`src/rtl/rs_scheduler.sv`:
```
// Reservation-station scheduler: allocates into the lowest free entry, wakes sources
// on writeback broadcasts and issues the lowest-index entry whose sources are ready.
module rs_scheduler #(
    parameter int DEPTH   = 8,
    parameter int PADDR_W = 6,
    parameter int TAG_W   = 5
) (
    input  logic                       clk,
    input  logic                       rst,
    input  logic                       flush,
    input  logic                       alloc_valid,
    output logic                       alloc_ready,
    input  logic [PADDR_W-1:0]         alloc_rs1_paddr,
    input  logic [PADDR_W-1:0]         alloc_rs2_paddr,
    input  logic                       alloc_rs1_rdy,
    input  logic                       alloc_rs2_rdy,
    input  logic [TAG_W-1:0]           alloc_tag,
    input  logic                       wb_valid,
    input  logic [PADDR_W-1:0]         wb_paddr,
    output logic                       issue_valid,
    input  logic                       issue_ready,
    output logic [$clog2(DEPTH)-1:0]   issue_idx,
    output logic [TAG_W-1:0]           issue_tag,
    output logic [$clog2(DEPTH):0]     count
);

    localparam int IDX_W = $clog2(DEPTH);
    localparam int CNT_W = IDX_W + 1;

    logic [DEPTH-1:0]   valid_q;
    logic [DEPTH-1:0]   rs1_rdy_q;
    logic [DEPTH-1:0]   rs2_rdy_q;
    logic [PADDR_W-1:0] rs1_paddr_q [DEPTH];
    logic [PADDR_W-1:0] rs2_paddr_q [DEPTH];
    logic [TAG_W-1:0]   tag_q       [DEPTH];
    logic [CNT_W-1:0]   count_q;

    logic               free_found;
    logic [IDX_W-1:0]   free_idx;
    logic               sel_found;
    logic [IDX_W-1:0]   sel_idx;
    logic               alloc_fire;
    logic               issue_fire;
    logic               alloc_rs1_rdy_w;
    logic               alloc_rs2_rdy_w;

    // NOTE: every always_comb output gets a default before the loops so no latch is inferred.
    always_comb begin
        free_found = 1'b0;
        free_idx   = '0;
        sel_found  = 1'b0;
        sel_idx    = '0;
        for (int i = 0; i < DEPTH; i++) begin
            if (!free_found && !valid_q[i]) begin
                free_found = 1'b1;
                free_idx   = IDX_W'(i);
            end
            if (!sel_found && valid_q[i] && rs1_rdy_q[i] && rs2_rdy_q[i]) begin
                sel_found = 1'b1;
                sel_idx   = IDX_W'(i);
            end
        end
    end

    // Select sees only registered ready bits, so a broadcast is visible one cycle later.
    assign alloc_ready = !flush && (count_q < CNT_W'(DEPTH));
    assign issue_valid = sel_found && !flush;
    assign issue_idx   = issue_valid ? sel_idx : '0;
    assign issue_tag   = issue_valid ? tag_q[sel_idx] : '0;
    assign count       = count_q;

    assign alloc_fire      = alloc_valid && alloc_ready;
    assign issue_fire      = issue_valid && issue_ready;
    assign alloc_rs1_rdy_w = alloc_rs1_rdy || (wb_valid && (wb_paddr == alloc_rs1_paddr));
    assign alloc_rs2_rdy_w = alloc_rs2_rdy || (wb_valid && (wb_paddr == alloc_rs2_paddr));

    // NOTE: the entry payload arrays are reset too, because the reset state of every field is defined.
    // NOTE: sequential state uses non-blocking assignments; a later write to the same bit wins.
    always_ff @(posedge clk or posedge rst) begin
        if (rst) begin
            valid_q   <= '0;
            rs1_rdy_q <= '0;
            rs2_rdy_q <= '0;
            count_q   <= '0;
            for (int i = 0; i < DEPTH; i++) begin
                rs1_paddr_q[i] <= '0;
                rs2_paddr_q[i] <= '0;
                tag_q[i]       <= '0;
            end
        end else if (flush) begin
            valid_q <= '0;
            count_q <= '0;
        end else begin
            if (wb_valid) begin
                for (int i = 0; i < DEPTH; i++) begin
                    if (valid_q[i] && !rs1_rdy_q[i] && (rs1_paddr_q[i] == wb_paddr))
                        rs1_rdy_q[i] <= 1'b1;
                    if (valid_q[i] && !rs2_rdy_q[i] && (rs2_paddr_q[i] == wb_paddr))
                        rs2_rdy_q[i] <= 1'b1;
                end
            end
            if (issue_fire)
                valid_q[sel_idx] <= 1'b0;
            // The alloc target is chosen from registered valid bits, so it never aliases the issued entry.
            if (alloc_fire) begin
                valid_q[free_idx]     <= 1'b1;
                rs1_rdy_q[free_idx]   <= alloc_rs1_rdy_w;
                rs2_rdy_q[free_idx]   <= alloc_rs2_rdy_w;
                rs1_paddr_q[free_idx] <= alloc_rs1_paddr;
                rs2_paddr_q[free_idx] <= alloc_rs2_paddr;
                tag_q[free_idx]       <= alloc_tag;
            end
            count_q <= count_q + CNT_W'(alloc_fire) - CNT_W'(issue_fire);
        end
    end

endmodule
```
`config.mk`:
```
export PLATFORM = sky130hd
export DESIGN_NAME = rs_scheduler
export DESIGN_NICKNAME = d
export VERILOG_FILES = /design/src/rtl/rs_scheduler.sv
export SDC_FILE = /design/constraint.sdc
export NUM_CORES = 1
export LEC_CHECK = 0
export ABC_AREA = 1
export CAP_MARGIN = 25
export CORE_UTILIZATION = 54
export CTS_CLUSTER_SIZE = 25
export DETAILED_ROUTE_END_ITERATION = 7
export GPL_ROUTABILITY_DRIVEN = 0
export GPL_TIMING_DRIVEN = 0
export PLACE_DENSITY = 0.84
export SETUP_SLACK_MARGIN = 0.3
export SLEW_MARGIN = 20
export SYNTH_ARGS = -nofsm -noshare
export SYNTH_HDL_FRONTEND = slang
export SYNTH_SLANG_ARGS = --single-unit
```
`constraint.sdc`:
```
create_clock -name clk -period 5.71 [get_ports clk]
set_input_delay 1.4275 -clock clk [delete_from_list [all_inputs] [get_ports clk]]
set_output_delay 1.4275 -clock clk [all_outputs]
set_load 0.02 [all_outputs]
```
==> impl_metrics.yaml <==
# flow metrics
outcome:
  status: "finished, violations left"
  violations: "design-rule violations"
synth:
  syn_area_sq_um: 8240
  synthFlopType: "dfrtp_1"
  yosys_cells: 1019
  enable_flop_cells: 0
  yosys_register_bits: 164
  ys_types: 46
  yosys-top-cells-area: "dfrtp_1, nand2_1, o21ai_0"
  ys_area_sq_um: 8240
  postSynthCellCount: 1019
  top_cell_area_share: 0.498
  ys_seq_share: 0.498
  syn_nets: 1055
  ys_async_sr_fraction: 1.00
  avgSynthCellArea_sq_um: 8.09
  yosysWarnings: 0
worst_setup_path:
  worstRegToRegCells: 12
  critPathMaxStageDelay_ps: 660
  cp_data_required_time_ps: 4280
  critPathLaunchType: "input pin"
  end_kind: "output port"
  worstPathCellList: "clkdlybuf4s50_1, clkinv_1, nand2_1, inv_1, o21ai_0, nor2_1, nand2_1, nor2_1, clkdlybuf4s50_1"
  timing.rr.start: "valid_q[2]"
  cp.arrival_ps: 3790
  path_max_fanout: 9
  crit_type: "input pin to output port"
  r2r-end: "count[2]"
  crit_family: "buffers and inverters"
  slowest_stage: "clkdlybuf4s50_1"
  r2r_slack_ps: 2810
  cp.depth: 9
power:
  powerDensity_nw_per_um2: 321
  ir_drop_mv: 0.251
  p_leak_nw: 4.40
clocking:
  cts.path.max_buffers: 2
  cts_resized: 0
  ctsHoldBuffers: 0
  clock_latency_ps: 440
  htreeDepth: 4
  numCtsBuffers: 17
  post-cts-setup-buffers: 0
  cts_root_buf: "clkbuf_16"
  cts_tree: "yes"
cells_and_area:
  layout_top_cell: "nand2_1"
  lay_top_cells: "nand2_1, dfrtp_1, o21ai_0"
  final_area_sq_um: 9580
  nets: 1118
  n_fill_cell: 1205
  comb_area_sq_um: 3590
  n_antenna_cell: 0
  final-seq-area_sq_um: 4100
  final_layout_size_suffix_gt1_frac: 0.0841
timing:
  worst_pin_slew_ps: 766
  min_period_ps: 5220
  tns_ps: 0
  relSlewSlack: 0.489
  finClkSkew_ps: 7.21
  setup_viol: 0
  fin_crit_sh: 0.914
  hold_violations: 0
  maxSlewViolCount: 0
global_routing:
  gr-usage-met2: 0.538
  grt_antenna_before_repair: 0
  grt_pass1_wl_microns: 40800
  top_usage_layer: "met2"
  grt_use_met3: 0.0839
  met1_usage: 0.433
  grt_start_max_net_pins: 33
  grt_overflow: 0
min_path:
  holdPathEnd: "tag_q[31]"
  hp-start: "tag_q[31]"
  hold_depth: 2
  hp-class: "flip-flop to flip-flop"
placed_design:
  port_buffers: 39
  dpl-instance-area_sq_um: 8970
  dp_hpwl_microns: 17800
job:
  maxCapViolCount: 0
  warning_count: 26
detailed_routing:
  viasPerCell: 6.19
  post_drt_wl_per_cell_microns: 20.1
  first_pass_iters: 8
  drcViolationCount: 4
  ant_nets: 0
  vias: 7909
  drt-initial-drc-count: 1123
floorplan:
  chipArea_sq_um: 15800
  ios: 45
  fp_util: 0.561
  core_area_sq_um: 14700
  die_y_microns: 126
stage by stage:
stage | utilization | power (mW) | setup WS, ps | hold WS (ps) | std cells
2_1_floorplan | - | 1.71 | 1870 | 444 | 1019
3_3_place_gp | 0.603 | 1.83 | 553 | 461 | 1242
3_5_place_dp | 0.610 | 1.86 | 566 | 470 | 1247
4_1_cts | 0.652 | 3.06 | 554 | 484 | 1278
5_1_grt | 0.652 | 3.19 | 368 | 502 | 1278
6_report | 0.652 | 3.07 | 492 | 483 | 1278
logic make-up (layout without fill, tap and decap cells):
kind of cell	count (synthesis)	in the layout	synth area share
buffers and inverters	133	208	0.0662
XOR/XNOR	28	28	0.0297
adder cells (fa/ha/maj)	5	5	0.00850
flip-flops	164	164	0.498
AND-OR/OR-AND	257	257	0.169
AND/OR/NAND/NOR	432	432	0.228
tightest hold or removal path, cell delays in order (launching register included):
cell	delay, ps
dfrtp_1	340
nand2_1	50
o21ai_0	60
power by group:
| group | internal [mW] | total [mW] | switching, mW |
|---|---|---|---|
| combinational | 0.184 | 0.453 | 0.269 |
| sequential | 1.31 | 1.41 | 0.104 |
| clock | 0.728 | 1.21 | 0.483 |
cell usage after synthesis (2+ instances only):
cell and n:
ha_1 4, nor4_1 5, nand4_2 2, nand4_1 11, nor2_4 3, clkinv_1 2
inv_1 78, o21ai_1 16, nand3b_1 7, o2111ai_1 2, a211oi_1 12, xor2_1 15
clkbuf_1 24, nand3_1 51, a221oi_1 5, nor2_2 2, buf_2 22, o22ai_1 21
a21oi_1 40, a31oi_1 3, dfrtp_1 164, or2_2 12, nand2_1 249, nor2_1 70
buf_6 2, o21ai_0 150, nor3_1 11, o21bai_1 2, inv_2 2, xnor2_1 13
nand2_2 4
worst max path at each step:
stage               slack [ps]      endpoint  startpoint
floorplan                 1870  issue_tag[4]       flush
global placement           550  issue_tag[4]       flush
detailed placement         570  issue_tag[4]       flush
CTS                        550  issue_tag[4]       flush
global route               370  issue_tag[4]       flush
finish                     490  issue_tag[4]       flush
per-layer routing:
metal	share of wire	routed length (microns)	vias to the layer above
met5	0	0	-
met2	0.46	11900	502
met3	0.10	2580	107
li1	-	-	3518
met1	0.39	9960	3782
met4	0.051	1300	0
flip-flops by register name, indices dropped and copies added, names as in the netlist:
signal / count
rs2_paddr_q: 48
tag_q: 40
valid_q: 8
rs1_paddr_q: 48
count: 4
rs1_rdy_q: 8
rs2_rdy_q: 8
cell type report:
class                           count  share of cell area
Buffer                             50              0.0242
Clock buffer                       18              0.0448
Clock inverter                     13              0.0192
Inverter                           83              0.0332
Multi-Input combinational cell    722               0.375
Sequential cell                   164               0.428
Tap cell                          184              0.0240
Timing Repair Buffer               44              0.0512
**The clock network**

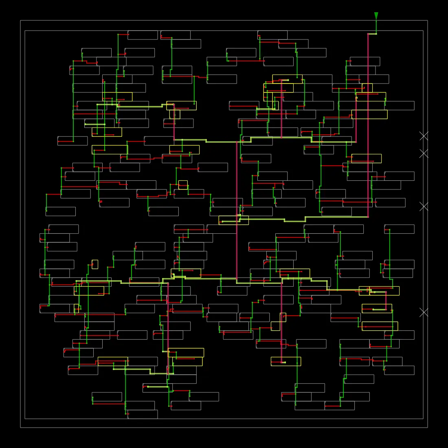
clk sinks: 164
seq_cells: 164

**Routed metal, one colour a layer**

(4 px per micron)
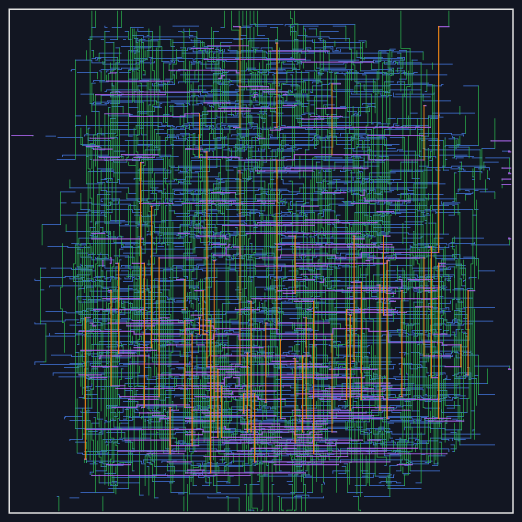
colour	layer	wire length
purple	met3	2580 microns
green	met2	11900 microns
blue	met1	9960 microns
orange	met4	1300 microns
gr usage total: 0.343
final WL: 25700 microns

Power figures rest on the tool's default switching activity, not on a simulated workload.
